==> src/rtl/muldiv_unit.sv <==
// Iterative RV32M/RV64M multiply/divide unit with start/busy/done handshake, tagged result and kill.
// Optional macro MULDIV_FAST_MUL_EN: single-cycle combinational multiplier; divides stay iterative.
module muldiv_unit #(
    parameter int XLEN  = 32,
    parameter int TAG_W = 5
) (
    input  logic             clk,
    input  logic             rst,
    input  logic             start,
    input  logic [2:0]       op,
    input  logic [XLEN-1:0]  a,
    input  logic [XLEN-1:0]  b,
    input  logic [TAG_W-1:0] tag_in,
    input  logic             kill,
    output logic             busy,
    output logic             done,
    output logic [XLEN-1:0]  result,
    output logic [TAG_W-1:0] tag_out
);
    localparam logic [1:0] S_IDLE  = 2'd0;
    localparam logic [1:0] S_ITER  = 2'd1;
    localparam logic [1:0] S_FIXUP = 2'd2;
    localparam logic [1:0] S_DONE  = 2'd3;
    localparam int CNT_W = $clog2(XLEN + 1);
    localparam logic [XLEN-1:0] MOST_NEG = {1'b1, {(XLEN-1){1'b0}}};

    logic [1:0]        state_q, state_d;
    logic [CNT_W-1:0]  cnt_q, cnt_d;
    logic [2*XLEN-1:0] acc_q, acc_d;
    logic [XLEN-1:0]   opb_q, opb_d;
    logic [2:0]        op_q, op_d;
    logic              neg_q, neg_d;
    logic [TAG_W-1:0]  tag_q, tag_d;
    logic [XLEN-1:0]   result_q, result_d;
    logic [TAG_W-1:0]  tag_out_q, tag_out_d;

    logic              is_div, a_signed, b_signed, neg_a, neg_b;
    logic [XLEN-1:0]   a_mag, b_mag;
    logic [XLEN:0]     mul_sum, div_sh, div_diff;
    logic [2*XLEN-1:0] mul_next, div_next, mul_full;
    logic [XLEN-1:0]   acc_lo, acc_hi;

    assign is_div   = op[2];
    assign a_signed = (op == 3'b001) || (op == 3'b010) || (op == 3'b100) || (op == 3'b110);
    assign b_signed = (op == 3'b001) || (op == 3'b100) || (op == 3'b110);
    assign neg_a    = a_signed & a[XLEN-1];
    assign neg_b    = b_signed & b[XLEN-1];
    assign a_mag    = neg_a ? -a : a;
    assign b_mag    = neg_b ? -b : b;

    // Multiply: acc = {partial product, remaining multiplier bits}, shifted right each step.
    assign mul_sum  = {1'b0, acc_q[2*XLEN-1:XLEN]} + (acc_q[0] ? {1'b0, opb_q} : '0);
    assign mul_next = {mul_sum, acc_q[XLEN-1:1]};

    // Divide: acc = {partial remainder, dividend bits shifting out / quotient bits shifting in}.
    assign div_sh   = {acc_q[2*XLEN-1:XLEN], acc_q[XLEN-1]};
    assign div_diff = div_sh - {1'b0, opb_q};
    assign div_next = div_diff[XLEN] ? {div_sh[XLEN-1:0], acc_q[XLEN-2:0], 1'b0}
                                     : {div_diff[XLEN-1:0], acc_q[XLEN-2:0], 1'b1};

    assign acc_lo   = acc_q[XLEN-1:0];
    assign acc_hi   = acc_q[2*XLEN-1:XLEN];
    assign mul_full = neg_q ? -acc_q : acc_q;

`ifdef MULDIV_FAST_MUL_EN
    logic signed [2*XLEN-1:0] a_wide, b_wide;
    logic [2*XLEN-1:0]        fast_prod;
    assign a_wide    = {{XLEN{neg_a}}, a};
    assign b_wide    = {{XLEN{neg_b}}, b};
    assign fast_prod = a_wide * b_wide;
`endif

    always_comb begin
        // NOTE: every *_d defaults to its *_q so no path leaves a variable unassigned (no latches).
        state_d   = state_q;
        cnt_d     = cnt_q;
        acc_d     = acc_q;
        opb_d     = opb_q;
        op_d      = op_q;
        neg_d     = neg_q;
        tag_d     = tag_q;
        result_d  = result_q;
        tag_out_d = tag_out_q;

        case (state_q)
            S_ITER: begin
                if (kill) begin
                    state_d = S_IDLE;
                end else begin
                    acc_d = op_q[2] ? div_next : mul_next;
                    cnt_d = cnt_q - CNT_W'(1);
                    if (cnt_q == CNT_W'(1)) state_d = S_FIXUP;
                end
            end
            S_FIXUP: begin
                if (kill) begin
                    state_d = S_IDLE;
                end else begin
                    case (op_q)
                        3'b000:                 result_d = mul_full[XLEN-1:0];
                        3'b001, 3'b010, 3'b011: result_d = mul_full[2*XLEN-1:XLEN];
                        3'b100, 3'b101:         result_d = neg_q ? -acc_lo : acc_lo;
                        default:                result_d = neg_q ? -acc_hi : acc_hi;
                    endcase
                    tag_out_d = tag_q;
                    state_d   = S_DONE;
                end
            end
            default: begin
                state_d = S_IDLE;
                if (start && !kill) begin
                    op_d  = op;
                    tag_d = tag_in;
                    cnt_d = CNT_W'(XLEN);
                    // Remainder follows the dividend's sign; everything else follows the sign product.
                    neg_d = (is_div && op[1]) ? neg_a : (neg_a ^ neg_b);
                    if (is_div && b == '0) begin
                        result_d  = op[1] ? a : '1;
                        tag_out_d = tag_in;
                        state_d   = S_DONE;
                    end else if (is_div && !op[0] && a == MOST_NEG && b == '1) begin
                        result_d  = op[1] ? '0 : a;
                        tag_out_d = tag_in;
                        state_d   = S_DONE;
                    end else if (!is_div) begin
`ifdef MULDIV_FAST_MUL_EN
                        result_d  = (op == 3'b000) ? fast_prod[XLEN-1:0] : fast_prod[2*XLEN-1:XLEN];
                        tag_out_d = tag_in;
                        state_d   = S_DONE;
`else
                        acc_d   = {{XLEN{1'b0}}, b_mag};
                        opb_d   = a_mag;
                        state_d = S_ITER;
`endif
                    end else begin
                        acc_d   = {{XLEN{1'b0}}, a_mag};
                        opb_d   = b_mag;
                        state_d = S_ITER;
                    end
                end
            end
        endcase
    end

    // NOTE: sequential state uses non-blocking assignments so every flop samples pre-edge values.
    always_ff @(posedge clk or negedge rst) begin
        if (!rst) begin
            state_q   <= S_IDLE;
            cnt_q     <= '0;
            acc_q     <= '0;
            opb_q     <= '0;
            op_q      <= '0;
            neg_q     <= 1'b0;
            tag_q     <= '0;
            result_q  <= '0;
            tag_out_q <= '0;
        end else begin
            state_q   <= state_d;
            cnt_q     <= cnt_d;
            acc_q     <= acc_d;
            opb_q     <= opb_d;
            op_q      <= op_d;
            neg_q     <= neg_d;
            tag_q     <= tag_d;
            result_q  <= result_d;
            tag_out_q <= tag_out_d;
        end
    end

    assign busy    = (state_q == S_ITER) || (state_q == S_FIXUP);
    assign done    = (state_q == S_DONE);
    assign result  = result_q;
    assign tag_out = tag_out_q;
endmodule

==> config.mk <==
export PLATFORM = sky130hd
export DESIGN_NAME = muldiv_unit
export DESIGN_NICKNAME = d
export VERILOG_FILES = /design/src/rtl/muldiv_unit.sv
export SDC_FILE = /design/constraint.sdc
export NUM_CORES = 1
export LEC_CHECK = 0
export ABC_CLOCK_PERIOD_IN_PS = 3800
export CAP_MARGIN = 15
export CORE_UTILIZATION = 55
export CTS_CLUSTER_SIZE = 40
export DETAILED_ROUTE_END_ITERATION = 8
export PLACE_DENSITY = 0.79
export SETUP_SLACK_MARGIN = 0.15
export SLEW_MARGIN = 30
export SYNTH_ARGS = -nofsm -noshare
export SYNTH_HDL_FRONTEND = slang
export SYNTH_SLANG_ARGS = --single-unit
==> constraint.sdc <==
create_clock -name clk -period 3.8 [get_ports clk]
set_clock_uncertainty 0.2 [all_clocks]
set_input_delay 0.76 -clock clk [delete_from_list [all_inputs] [get_ports clk]]
set_output_delay 0.76 -clock clk [all_outputs]
set_load 0.05 [all_outputs]
**Run 1: layout detail**

Scale bar: 10 µm. Region (70, 70) to (100, 100) µm. Cells in grey, sequential cells in the stronger grey; small squares are vias.
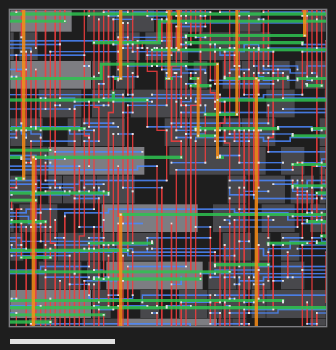
Key: met1 = blue; met4 = orange; met3 = green; met2 = red
Netlist names of flops here include acc_q (6). Most frequent: nor2_1 (10), a21oi_1 (8). 77 logic cells have their middle in the window. Sequential cells in the window: 6.

**Run 1: routed metal, one colour a layer**

Two of the layers only.
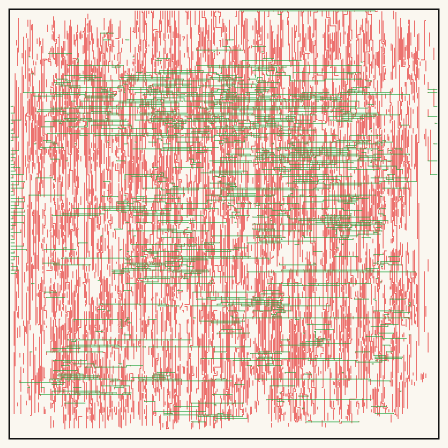
Key: met3 = green [wire length 7200 µm]; met2 = red [wire length 27.5 mm]
Via Count: 18017
Routed wire per std cell: 23.38 µm
Routed WL: 63.64 mm
All-Layer GR Usage: 43.70%

==> results.sh, run 1 <==
# flow metrics
export IMPL_top_cell="nor2_1"
export IMPL_netlist_instances=2078
export IMPL_critical_path_top_delay_family="simple AND/OR/NAND/NOR gates"
export IMPL_timing_slew_headroom_pct=50.47
export IMPL_final_comb_area_um2=11280
export IMPL_dieHeight_um=170.7
export IMPL_tool_warnings=31
export IMPL_layout_top_cell="buf_4"
export IMPL_nWellTaps=378
export IMPL_flop_cell="dfrtp_1"
export IMPL_startpoint_type="input port"
export IMPL_ys_sh_adder_pct=8.090
export IMPL_cts_hold_buf=0
export IMPL_fp_dieW_um=170.7
export IMPL_post_cts_setup_buffers=2
export IMPL_worst_path_stages=11
export IMPL_nets=2483
export IMPL_fill_cells=2331
export IMPL_cts_made_buffers=17
export IMPL_fin_util_pct=70.66
export IMPL_holdWs_ps=125.1
export IMPL_crit_chain="clkdlybuf4s50_1, or4_1, nor4_2, nand3_1, o22ai_1, buf_4, a21oi_1, or3_2, or3_1, o21ai_0, a21oi_1"
export IMPL_top_cells_by_area="dfrtp_1 (24%), o21ai_0 (6.1%), xnor2_1 (6.0%), a21oi_1 (6.0%), ha_1 (5.9%)"
export IMPL_comb_cells=1703
export IMPL_ff2ff_setup_slack_ps=170
export IMPL_common_cells="nor2_1 (213), o21ai_0 (192), a21oi_1 (187)"
export IMPL_grt_max_degree=73
export IMPL_syn_avg_cell_area_um2=7.532
export IMPL_antenna_found_initial=1
export IMPL_power_density_nw_per_um2=900.7
export IMPL_setup_slack_ps=150.3
export IMPL_total_power_mw=17.73
export IMPL_ys_cells=2078
export IMPL_critical_path_arrival_ps=3770
export IMPL_ys_sh_aoi_pct=27.06
export IMPL_clk_share_pct=2.994
export IMPL_worstPathMaxFanout=5
export IMPL_grt_pass1_vias=16744
export IMPL_numPortBuffers=114
export IMPL_cts_tree="done"
export IMPL_antenna_left=0
export IMPL_cts_resized=12
export IMPL_ff2ff_path_depth=14
export IMPL_fin_cells=2722
export IMPL_clk_latency_ps=460
export IMPL_hold_viol_final=0
export IMPL_crit_type="in -> reg"
export IMPL_bufAreaShareNonClock_pct=16.69
export IMPL_regArea_um2=3761
export IMPL_crit_end="result[31]"
export IMPL_chipArea_um2=29140
export IMPL_ys_chip_area_um2=15650
export IMPL_critical_path_slowest_cell="or4_1"
export IMPL_clk_pin_slew_ps=70
export IMPL_timing_setup_tns_ps=0
export IMPL_worstMarginPinSlew_ps=742.9
export IMPL_drc=0
export IMPL_num_nonclk_inverters=80
export IMPL_dpl_instance_area_um2=18870
export IMPL_buffers=379
export IMPL_hold_class="in -> async"
export IMPL_drive_above_1_share_pct=17.19
export IMPL_r2r_start="acc_q[0]"
export IMPL_reg2reg_to="acc_q[59]"
export IMPL_area_growth_pct=25.77
export IMPL_yosys_area_top_type="dfrtp_1"
export IMPL_crit_start="b[15]"
export IMPL_end_kind="flip-flop"
export IMPL_nClkBuffers=17
export IMPL_synth_nets=2230
export IMPL_cts_buffer_depth=2
export IMPL_slew_viol_final=0
export IMPL_htreeDepth=4
export IMPL_place_congestion=1.051
export IMPL_max_freq_mhz=274.0
export IMPL_seq_cells=150
export IMPL_synthXorXnorAreaFrac_pct=9.569
export IMPL_dominant_cells="logic gates"
export IMPL_critPathMaxStageDelay_ps=570
export IMPL_synth_async_reset_ratio_pct=100.0
export IMPL_ioPinCount=115
export IMPL_yosysUniqueCellTypes=76
export IMPL_top_area_share_pct=23.98
export IMPL_grt_pass1_wl_mm=96.28
export IMPL_period_minus_slack_ps=3650
export IMPL_mostFrequentLayoutCells="buf_4 (252), nor2_1 (210), o21ai_0 (188), nand2_1 (183), a21oi_1 (177)"
export IMPL_clkSinkCount=150
export IMPL_finalInstanceArea_um2=19680
export IMPL_synth_flops=150
export IMPL_initCoreUtil_pct=56.18
export IMPL_cp_required_ps=3920
export IMPL_edf_count=0
export IMPL_dp_slack_ps=-375.3
export IMPL_drv_cap=0
export IMPL_simple_gate_area_share_pct=20.22
export IMPL_irDropWorstVdd_mv=0.6078
export IMPL_diodes=0
export IMPL_period_used_pct=96.04
export IMPL_fp_coreArea_um2=27860
export IMPL_setup_viol=0
export IMPL_dp_cells=2687
export IMPL_p_leak_nw=8.347
export IMPL_crit_buf_inv=2
export IMPL_overflow=0
export IMPL_sh_seq_area_pct=19.11
export IMPL_row_count=61
export IMPL_syn_area_um2=15650
export IMPL_viasPerCell=6.619
export IMPL_hpwlAfterDp_mm=49.49
export IMPL_rsz0062_at_grt="true"
export IMPL_ys_sh_mux_pct=5.628
export IMPL_cts_root_buffer="clkbuf_16"
export IMPL_crit_path_frequent_cell="a21oi_1"
export IMPL_ys_top_logic_family="AND-OR/OR-AND gates"
export IMPL_drt_pass1_iterations=7
export IMPL_first_iter_violations=2469
export IMPL_comb_area_share_pct=57.28
export IMPL_status="finished clean"
export IMPL_synth_seq_share_pct=23.98
export IMPL_yosys_warnings=0
**Run 1: metal 4**

Supply wires on this layer in grey.
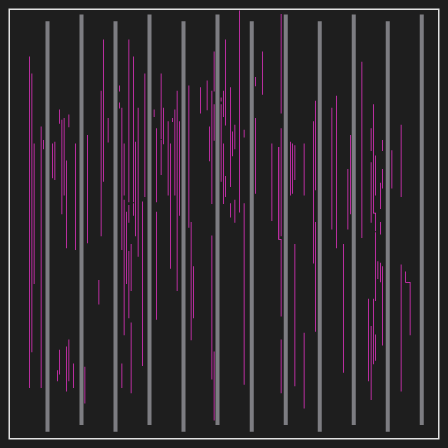
The layer holds 5.8% of the routed length. 107 nets have wire on it. The longest straight run is 132 µm.

[run 1: layer usage]
| metal | vias up | GRT usage, % | share of wire, % |
|---|---|---|---|
| met5 | - | 0 | 0 |
| met4 | 0 | 24.29 | 5.8 |
| met3 | 262 | 8.975 | 11 |
| met2 | 1215 | 65.27 | 43 |
| met1 | 8447 | 58.74 | 40 |
| li1 | 8093 | - | - |
[run 1: where the power goes]
part           total [mW]  internal [mW]  switching [mW]
sequential           3.16           2.29           0.866
clock                1.74          0.879           0.860
combinational        12.8           5.00            7.83
[run 1: flip-flops by register name, indices dropped and copies added, names as in the netlist]
| name | flops |
|---|---|
| acc_q | 64 |
| tag_out | 5 |
| state_q | 2 |
| neg_q | 1 |
| result | 32 |
| cnt_q | 6 |
| opb_q | 32 |
| op_q | 3 |
| tag_q | 5 |
==> run 2, diff against run 1 <==
SLEW_MARGIN = unset   (was 30)
**Run 2: metal 4**

Supply wires on this layer in grey.
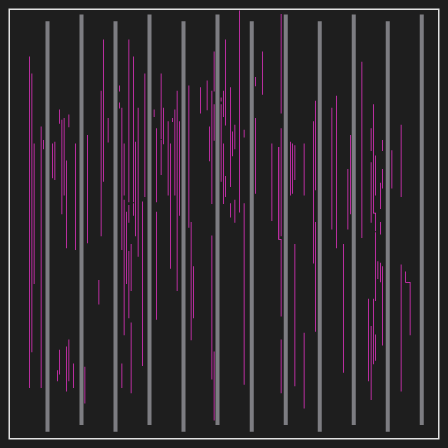
The layer holds 5.8% of the routed length. 107 nets have wire on it. The longest straight run is 132 µm. The layer carries 3690 µm of wire. The wires run mostly vertical.

==> run 2 against run 1 <==
Clock power is essentially flat. Wire length unchanged. Maximum frequency unchanged. Global-route usage unchanged. Final area unchanged. Combinational power about the same. Critical path type unchanged. Largest power group unchanged.
==> results.sh, run 2 <==
# flow metrics
export IMPL_p_int_mw=8.175
export IMPL_ys_chip_area_um2=15650
export IMPL_ys_cells=2078
export IMPL_clkSinkCount=150
export IMPL_p_switching_mw=9.555
export IMPL_total_power_mw=17.73
export IMPL_clk_latency_ps=460
export IMPL_top_area_share_pct=23.98
export IMPL_drv_cap=0
export IMPL_cts_tree="done"
export IMPL_crit_end="result[31]"
export IMPL_period_minus_slack_ps=3650
export IMPL_clk_share_pct=2.994
export IMPL_overflow=0
export IMPL_setup_viol=0
export IMPL_crit_type="in -> reg"
export IMPL_crit_chain="clkdlybuf4s50_1, or4_1, nor4_2, nand3_1, o22ai_1, buf_4, a21oi_1, or3_2, or3_1, o21ai_0, a21oi_1"
export IMPL_drt_pass1_iterations=7
export IMPL_crit_start="b[15]"
export IMPL_grt_max_degree=73
export IMPL_power_combinational_mw=12.8
export IMPL_dominant_cells="logic gates"
export IMPL_synth_nets=2230
export IMPL_flop_cell="dfrtp_1"
export IMPL_dieHeight_um=170.7
export IMPL_slew_viol_final=0
export IMPL_hpwlAfterDp_mm=49.49
export IMPL_fp_coreArea_um2=27860
export IMPL_dpl_instance_area_um2=18870
export IMPL_first_iter_violations=2469
export IMPL_regArea_um2=3761
export IMPL_top_cell="nor2_1"
export IMPL_reg2reg_to="acc_q[59]"
export IMPL_routed_wl_mm=63.64
export IMPL_p_seq_mw=3.16
export IMPL_timing_slew_headroom_pct=50.47
export IMPL_timing_setup_tns_ps=0
export IMPL_wl_per_cell_um=23.38
export IMPL_cts_root_buffer="clkbuf_16"
export IMPL_layout_top_cell="buf_4"
export IMPL_worst_path_stages=11
export IMPL_final_comb_area_um2=11280
export IMPL_period_used_pct=96.04
export IMPL_end_kind="flip-flop"
export IMPL_dp_cells=2687
export IMPL_common_cells="nor2_1 (213), o21ai_0 (192), a21oi_1 (187)"
export IMPL_fill_cells=2331
export IMPL_routed_top_layer="met4"
export IMPL_vias=18017
export IMPL_bufAreaShareNonClock_pct=16.69
export IMPL_critPathMaxStageDelay_ps=570
export IMPL_use_met3_pct=8.975
export IMPL_finalInstanceArea_um2=19680
export IMPL_antenna_found_initial=1
export IMPL_sh_seq_area_pct=19.11
export IMPL_antenna_left=0
export IMPL_area_growth_pct=25.77
export IMPL_grtUsageMet1_pct=58.74
export IMPL_setup_slack_ps=150.3
export IMPL_status="finished clean"
export IMPL_pg_clk_mw=1.74
export IMPL_htreeDepth=4
export IMPL_rsz0062_at_grt="true"
export IMPL_swShare_pct=53.89
export IMPL_ioPinCount=115
export IMPL_fp_dieW_um=170.7
export IMPL_comb_cells=1703
export IMPL_maxPowerGroup="combinational logic"
export IMPL_seq_power_share_pct=17.8
export IMPL_comb_area_share_pct=57.28
export IMPL_clk_pin_slew_ps=70
export IMPL_viasPerCell=6.619
export IMPL_drt_met1_wl_mm=25.21
export IMPL_row_count=61
export IMPL_synth_async_reset_ratio_pct=100.0
export IMPL_p_leak_nw=8.347
export IMPL_initCoreUtil_pct=56.18
export IMPL_edf_count=0
export IMPL_ff2ff_path_depth=14
export IMPL_place_congestion=1.051
export IMPL_mostFrequentLayoutCells="buf_4 (252), nor2_1 (210), o21ai_0 (188), nand2_1 (183), a21oi_1 (177)"
export IMPL_hold_class="in -> async"
export IMPL_worstPathMaxFanout=5
export IMPL_fin_util_pct=70.66
export IMPL_netlist_instances=2078
export IMPL_synth_flops=150
export IMPL_num_nonclk_inverters=80
export IMPL_yosys_warnings=0
export IMPL_critical_path_top_delay_family="simple AND/OR/NAND/NOR gates"
export IMPL_drc=0
export IMPL_chipArea_um2=29140
export IMPL_critical_path_slowest_cell="or4_1"
export IMPL_dp_slack_ps=-375.3
export IMPL_nets=2483
export IMPL_drive_above_1_share_pct=17.19
export IMPL_holdWs_ps=125.1
export IMPL_tool_warnings=31
export IMPL_max_freq_mhz=274.0
export IMPL_cts_buffer_depth=2
export IMPL_cts_hold_buf=0
export IMPL_startpoint_type="input port"
export IMPL_nClkBuffers=17
export IMPL_hold_viol_final=0
export IMPL_diodes=0
export IMPL_syn_area_um2=15650
export IMPL_fin_cells=2722
export IMPL_top_cells_by_area="dfrtp_1 (24%), o21ai_0 (6.1%), xnor2_1 (6.0%), a21oi_1 (6.0%), ha_1 (5.9%)"
export IMPL_irDropWorstVdd_mv=0.6078
export IMPL_worstMarginPinSlew_ps=742.9
export IMPL_cp_required_ps=3920
export IMPL_p_clk_share_pct=9.8
export IMPL_nWellTaps=378
export IMPL_crit_path_frequent_cell="a21oi_1"
export IMPL_grt_pass1_wl_mm=96.28
export IMPL_syn_avg_cell_area_um2=7.532
export IMPL_buffers=379
export IMPL_yosysUniqueCellTypes=76
export IMPL_power_density_nw_per_um2=900.7
export IMPL_largest_reg_flops=64
export IMPL_wl_met2_mm=27.53
export IMPL_numPortBuffers=114
export IMPL_yosys_area_top_type="dfrtp_1"
export IMPL_wl_met3_mm=7.204
export IMPL_power_frac_comb_pct=72.4
export IMPL_critical_path_arrival_ps=3770
export IMPL_top_usage_layer="met2"
export IMPL_grt_usage_pct=43.70
export IMPL_grt_pass1_vias=16744
export IMPL_cts_made_buffers=17
export IMPL_ff2ff_setup_slack_ps=170
export IMPL_seq_cells=150
export IMPL_met2_usage_pct=65.27
**Run 2: layout detail**

Scale bar: 10 µm. Region (70, 70) to (100, 100) µm. Cells in grey, sequential cells in the stronger grey; small squares are vias.
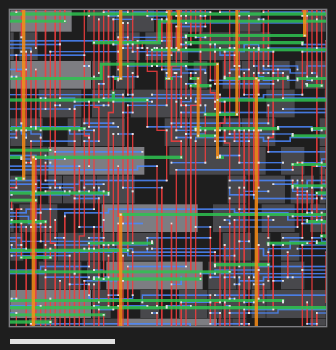
Key: met1 = blue; met4 = orange; met2 = red; met3 = green
Most frequent: nor2_1 (10), a21oi_1 (8). 77 logic cells have their middle in the window. Sequential cells in the window: 6. Netlist names of flops here include acc_q (6).

[run 2: cell counts in the layout (fill, tap and decap cells not counted)]
No cell type changed its count.
[run 2: what timing repair did]
item / 4_1_cts / 5_1_grt
gates resized: 12 / 37
endpoints found under the setup margin: 14 / 52
hold endpoints to repair: 0 / 0
pin swaps: 1 / 2
buffers inserted: 2 / 1
[run 2: cells by family (layout without fill, tap and decap cells)]
logic type               after synthesis  count (layout)  share of synthesized area (%)
adder cells (fa/ha/maj)              106             106                          8.090
flip-flops                           150             150                          23.98
multiplexers                          84              84                          5.628
buffers and inverters                225             491                          5.452
AND/OR/NAND/NOR                      658             658                          20.22
XOR/XNOR                             171             171                          9.569
AND-OR/OR-AND                        684             684                          27.06
Power and IR drop assume default switching activity.
